Wire density map:
Drawn at 2 px/µm. 21 x 30 tiles, from dark blue (low) to red (high), scaled to the fullest tile. Values are wire area over tile area, all layers added.
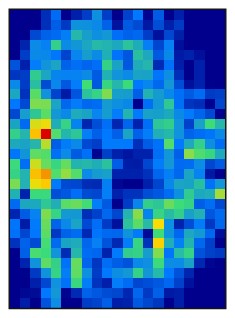
Register map, names as in the netlist:
Drawn at 4 px/µm. Other sequential cells in the stronger gray, the rest of the logic in the fainter gray.
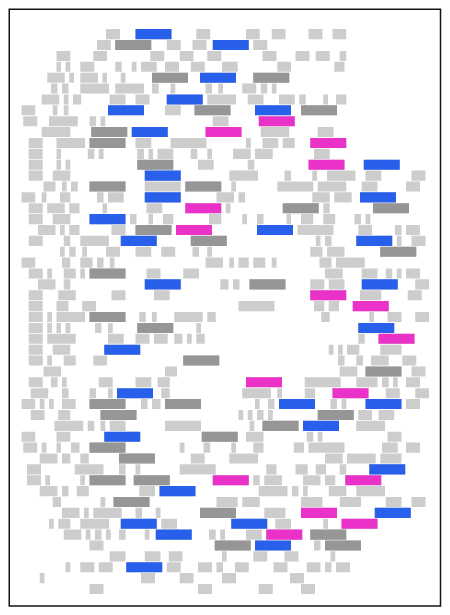
Signal wires by layer:
Drawn at 2 px/µm. Two of the layers only.
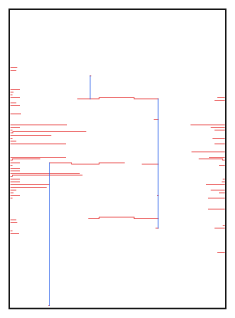
Placement view:
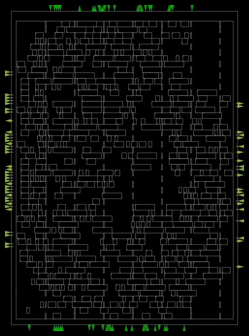
Nets reached from selected ports:
Drawn at 3 px/µm.
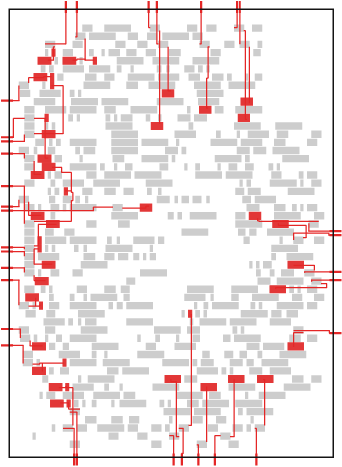
File: src/rtl/cla_sub_pipe.sv
// cla_sub_pipe: two-stage pipelined carry-look-ahead subtractor.
//   diff = in1 - in2 - borrow_in (mod 2^data), computed as in1 + ~in2 + ~borrow_in.
//   Stage 1 resolves the low data/2 bits and the carry into the upper half;
//   stage 2 resolves the upper data - data/2 bits and the final borrow.
// Optional feature macro: CLA_SUB_OVF_EN
//   defined   -> overflow flags signed overflow, registered alongside diff,
//                using operand sign bits captured in stage 1.
//   undefined -> overflow is tied to 0 and no sign registers exist.
//
// Handshake (both sides): a beat transfers on a rising clk edge where
// valid & ready are both 1. in_ready = ~s1_valid | s2_load, so it depends
// combinationally on out_ready (no skid buffer). A producer may hold in_valid
// high while in_ready is 0; nothing is captured until both are 1. Once
// out_valid is 1, diff/borrow_out/overflow stay frozen until out_ready is 1.
module cla_sub_pipe #(
    parameter int data = 32
) (
    input  logic            clk,
    input  logic            rst,
    input  logic [data-1:0] in1,
    input  logic [data-1:0] in2,
    input  logic            borrow_in,
    input  logic            in_valid,
    output logic            in_ready,
    output logic [data-1:0] diff,
    output logic            borrow_out,
    output logic            overflow,
    output logic            out_valid,
    input  logic            out_ready
);

    // Split of the word: low half is resolved in stage 1, high half in stage 2.
    localparam int LO     = data / 2;
    localparam int HI     = data - LO;
    // Each half is evaluated in 4-bit lookahead groups; widths are padded up.
    localparam int LO_GRP = (LO + 3) / 4;
    localparam int HI_GRP = (HI + 3) / 4;
    localparam int LO_W   = LO_GRP * 4;
    localparam int HI_W   = HI_GRP * 4;

    // Stage 1 registers.
    logic          s1_valid;
    logic [LO-1:0] s1_lo;
    logic          s1_c_mid;
    logic [HI-1:0] s1_a_hi;
    logic [HI-1:0] s1_nb_hi;

    // Stage 2 valid (exported as out_valid).
    logic          s2_valid;

    // Pipeline advance controls.
    logic          s1_load;
    logic          s2_load;

    // Combinational half-word results.
    logic [LO-1:0] lo_sum;
    logic          lo_cout;
    logic [HI-1:0] hi_sum;
    logic          hi_cout;

    // Advance rules: stage 2 accepts when empty or draining; stage 1 accepts on input transfer.
    always_comb begin
        s2_load  = s1_valid & (~s2_valid | out_ready);
        in_ready = ~s1_valid | s2_load;
        s1_load  = in_valid & in_ready;
    end

    assign out_valid = s2_valid;

    // Low-half lookahead sum of in1 + ~in2 with carry-in ~borrow_in.
    // Padding bits propagate (p=1, g=0) so they never disturb the group carry.
    always_comb begin
        logic [LO_W-1:0] g;
        logic [LO_W-1:0] p;
        logic [LO_W-1:0] s;
        logic            gg;
        logic            gp;
        logic            c;
        logic            cb;
        g  = '0;
        p  = '1;
        s  = '0;
        gg = 1'b0;
        gp = 1'b1;
        cb = 1'b0;
        g[LO-1:0] = in1[LO-1:0] & ~in2[LO-1:0];
        p[LO-1:0] = in1[LO-1:0] ^ ~in2[LO-1:0];
        c = ~borrow_in;
        for (int k = 0; k < LO_GRP; k++) begin
            // Group generate/propagate.
            gg = 1'b0;
            gp = 1'b1;
            for (int j = 0; j < 4; j++) begin
                gg = g[4*k+j] | (p[4*k+j] & gg);
                gp = gp & p[4*k+j];
            end
            // Bit sums inside the group from the group's carry-in.
            cb = c;
            for (int j = 0; j < 4; j++) begin
                s[4*k+j] = p[4*k+j] ^ cb;
                cb       = g[4*k+j] | (p[4*k+j] & cb);
            end
            // Group carry-out from lookahead terms.
            c = gg | (gp & c);
        end
        lo_sum  = s[LO-1:0];
        lo_cout = c;
    end

    // High-half lookahead sum of captured in1 / ~in2 upper bits with carry-in c_mid.
    always_comb begin
        logic [HI_W-1:0] g;
        logic [HI_W-1:0] p;
        logic [HI_W-1:0] s;
        logic            gg;
        logic            gp;
        logic            c;
        logic            cb;
        g  = '0;
        p  = '1;
        s  = '0;
        gg = 1'b0;
        gp = 1'b1;
        cb = 1'b0;
        g[HI-1:0] = s1_a_hi & s1_nb_hi;
        p[HI-1:0] = s1_a_hi ^ s1_nb_hi;
        c = s1_c_mid;
        for (int k = 0; k < HI_GRP; k++) begin
            gg = 1'b0;
            gp = 1'b1;
            for (int j = 0; j < 4; j++) begin
                gg = g[4*k+j] | (p[4*k+j] & gg);
                gp = gp & p[4*k+j];
            end
            cb = c;
            for (int j = 0; j < 4; j++) begin
                s[4*k+j] = p[4*k+j] ^ cb;
                cb       = g[4*k+j] | (p[4*k+j] & cb);
            end
            c = gg | (gp & c);
        end
        hi_sum  = s[HI-1:0];
        hi_cout = c;
    end

    // Stage 1: capture low-half result, mid carry and upper operand halves.
    always_ff @(posedge clk or posedge rst) begin
        if (rst) begin
            s1_valid <= 1'b0;
            s1_lo    <= '0;
            s1_c_mid <= 1'b0;
            s1_a_hi  <= '0;
            s1_nb_hi <= '0;
        end else begin
            if (s1_load) begin
                s1_valid <= 1'b1;
                s1_lo    <= lo_sum;
                s1_c_mid <= lo_cout;
                s1_a_hi  <= in1[data-1:LO];
                s1_nb_hi <= ~in2[data-1:LO];
            end else if (s2_load) begin
                s1_valid <= 1'b0;
            end
        end
    end

    // Stage 2: assemble the full difference and the unsigned borrow.
    always_ff @(posedge clk or posedge rst) begin
        if (rst) begin
            s2_valid   <= 1'b0;
            diff       <= '0;
            borrow_out <= 1'b0;
        end else begin
            if (s2_load) begin
                s2_valid   <= 1'b1;
                diff       <= {hi_sum, s1_lo};
                borrow_out <= ~hi_cout;
            end else if (out_valid & out_ready) begin
                s2_valid <= 1'b0;
            end
        end
    end

`ifdef CLA_SUB_OVF_EN
    logic s1_sign_a;
    logic s1_sign_b;
    logic ovf_q;

    // Operand sign bits travel with stage 1.
    always_ff @(posedge clk or posedge rst) begin
        if (rst) begin
            s1_sign_a <= 1'b0;
            s1_sign_b <= 1'b0;
        end else if (s1_load) begin
            s1_sign_a <= in1[data-1];
            s1_sign_b <= in2[data-1];
        end
    end

    // Signed overflow: operand signs differ and the result sign differs from in1.
    always_ff @(posedge clk or posedge rst) begin
        if (rst) begin
            ovf_q <= 1'b0;
        end else if (s2_load) begin
            ovf_q <= (s1_sign_a ^ s1_sign_b) & (hi_sum[HI-1] ^ s1_sign_a);
        end
    end

    assign overflow = ovf_q;
`else
    assign overflow = 1'b0;
`endif

endmodule

File: config.mk
export PLATFORM = sky130hd
export DESIGN_NAME = cla_sub_pipe
export DESIGN_NICKNAME = d
export VERILOG_FILES = /design/src/rtl/cla_sub_pipe.sv
export SDC_FILE = /design/constraint.sdc
export NUM_CORES = 1
export LEC_CHECK = 0
export CAP_MARGIN = 10
export CELL_PAD_IN_SITES_DETAIL_PLACEMENT = 1
export CELL_PAD_IN_SITES_GLOBAL_PLACEMENT = 2
export CORE_ASPECT_RATIO = 1.4
export CORE_MARGIN = 2
export CORE_UTILIZATION = 30
export DETAILED_ROUTE_END_ITERATION = 6
export PLACE_DENSITY = 0.72
export SYNTH_ARGS = -nofsm -noshare
export SYNTH_HDL_FRONTEND = slang
export SYNTH_SLANG_ARGS = --single-unit
File: constraint.sdc
create_clock -name clk -period 4.5 [get_ports clk]
set_clock_uncertainty 0.2 [all_clocks]
set_input_delay 0.9 -clock clk [delete_from_list [all_inputs] [get_ports clk]]
set_output_delay 0.9 -clock clk [all_outputs]
set_load 0.02 [all_outputs]
==> flow_summary.ini <==
; synthesis and place-and-route metrics
[clock_tree]
cts_hold_buffers = 0
postCtsSetupRepairBufs = 0
root_buffer = clkbuf_16
post_cts_resized = 0
cts_buffer_depth = 2
clk_pin_slew_worst_paths_ps = 70
cts_tree = yes
cts_sinks = 84
clock_latency_ps = 330
cts_max_level = 3
tritoncts.num_buffers = 9

[synth]
mux_share_pct = 11.2
aoi_share_pct = 8.96
netlist.area_leader.share_pct = 46.8
avgSynthCellArea_um2 = 11.8
edf_count = 0
yosys_warnings = 0
synth_adder_area_share_pct = 19.6
synth-async-reset-ratio_pct = 100
ys_ff = 84
topCellsByArea = dfrtp_1, fa_1, ha_1, mux2_2, o21ai_0
synthTopCellsByCount = dfrtp_1, nand2_1, o21ai_0, inv_1, mux2_2
syn-num-nets = 506
top_area_cell = dfrtp_1
ys_cells = 381
yosysUniqueCellTypes = 41
synth_sequential_area_ratio_pct = 46.8
syn_area_um2 = 4500
top_cell = dfrtp_1
synthTopLogicFamily = adder cells
ys_sh_simple_pct = 7.38
synthCells = 381
yosys_area_um2 = 4500
ys.flop_type = dfrtp_1
xor_area_share_pct = 1.56

[die]
initial_utilization_pct = 30.8
die_h_um = 149
fp.dieW_um = 107
core-area_um2 = 14600

[min_path]
holdPathEnd = s1_lo[5]$_DFFE_PP0P_
hold_class = flop to flop
min_from = s1_lo[5]$_DFFE_PP0P_
worstHoldPathCells = 2

[worst_setup_path]
crit_path_max_fanout = 2
cp.required_ps = 4530
cp-end-kind = flop
cp.arrival_ps = 4070
r2r-start = s1_a_hi[5]$_DFFE_PP0P_
rrSetupSlack_ps = 1040
path_class = input port to flop
crit_chain = clkdlybuf4s50_1, inv_1, ha_1, o21ai_0, a21oi_1, o311ai_0, and2_1, fa_1, fa_1, fa_1, xor2_1, o21ai_0
cp_common_cell = fa_1
r2r_end = diff[31]$_DFFE_PP0P_
crit_end = s1_lo[15]$_DFFE_PP0P_
path_depth = 12
startpoint = in2[1]
reg2reg_depth = 10
slowest_delay_ps = 510
crit_slowest_cell = clkdlybuf4s50_1
crit_buf_inv = 2
cp-start-kind = input port

[final_timing]
hold_ws_ps = 276
worstMarginPinSlew_ps = 1080
fin_crit_ps = 4040
setup_tns_ps = 0
max-slew-margin-rel_pct = 28.0
worst_slack_ps = 463
rsz0062_at_grt = false
fmax_mhz = 248
finalClockPeriodUsage_pct = 89.7
setup_viol = 0
final-hold-violation-count = 0
slew_viol_final = 0

[pwr]
p_clk_mw = 0.687
p_sw_mw = 0.893
p_int_mw = 1.85
seq-power_mw = 1.08
swShare_pct = 32.6
ir_drop_mv = 0.180
power_density_nw_per_um2 = 457
p_leak_nw = 2.70
pwr-share-comb_pct = 35.5
clkPwrFrac_pct = 25.1
maxPowerGroup = registers
seq_power_share_pct = 39.5
pg_comb_mw = 0.972
p_total_mw = 2.74

[final_layout]
clk_share_pct = 4.63
logic_area_um2 = 2190
nClkBuffers = 10
area_growth_pct = 33.4
largest_reg_flops = 32
dominant_cells = logic gates
comb_area_share_pct = 36.6
fill_cells = 1623
comb_cells = 250
stdcell_count = 680
inv_count = 35
diodes = 0
layout-drive-gt1-share_pct = 13.6
nNetsFinal = 611
max_flop_register = diff
final_cell_mix = clkdlybuf4s50_1, dfrtp_1, nand2_1, o21ai_0
buffers = 106
final_area_um2 = 6000
buffer_area_share_pct = 17.6

[global_routing]
grt_util_met3_pct = 4.02
top_usage_layer = met2
grt_pass1_wl_mm = 17.0
use_met2_pct = 24.8
met1_usage_pct = 15.2
grt_pass1_vias = 3456
grt_max_degree = 65
antenna_found_initial = 0
gr-total-overflow = 0

[job]
tool_warnings = 26
maxCapViolations = 0

[route]
postRouteAntennaNets = 0
wl_met3_um = 601
wl_met1_mm = 4.00
dr.first_iter.drc_count = 44
met2_length_mm = 5.37
post-route-drc-count = 0
routed_via_density = 4.51
first_pass_iters = 4

[placement]
place_inst = 664
hpwl_mm = 7.79
dpl_cell_area_um2 = 5720
post-place-ws_ps = 66.4
gp_congestion = 0.777

[status]
status = complete, no violations
## Picture notes: 'wire density map'
7.6% of the tiles are over half the peak. The fullest tile reaches 0.41. The mean over all tiles is 0.10. The emptiest ninth of the die: upper right. The densest ninth of the die: middle left.
vias: 3,066
GR Util All Layers: 13.7%
WL/cell: 14.9 µm
total routed wirelength: 10.1 mm

## Picture notes: 'register map, names as in the netlist'
Magenta shows `s1_a_hi`, sequential cells 16. Blue shows `diff`, sequential cells 32.
Another 36 sequential cells are not colored.
Reg area: 2100 µm²
Seq/total area: 35.1%
Core Util, Final: 41.1%

## Picture notes: 'signal wires by layer'
Red shows M3, wire length 601 µm. Blue shows M4, wire length 148 µm.

## Picture notes: 'placement view'
row count: 52
well tap count: 189
flop count: 84

## Picture notes: 'nets reached from selected ports'
Red shows `in1`, bits 32, direction input, edge 13 left, 7 top, 7 bottom, 5 right, end cells 44, buffers 32, wire 863 µm.
IO Port Bufs: 103
# IOs: 105

Power is estimated from default activity; no workload was simulated.
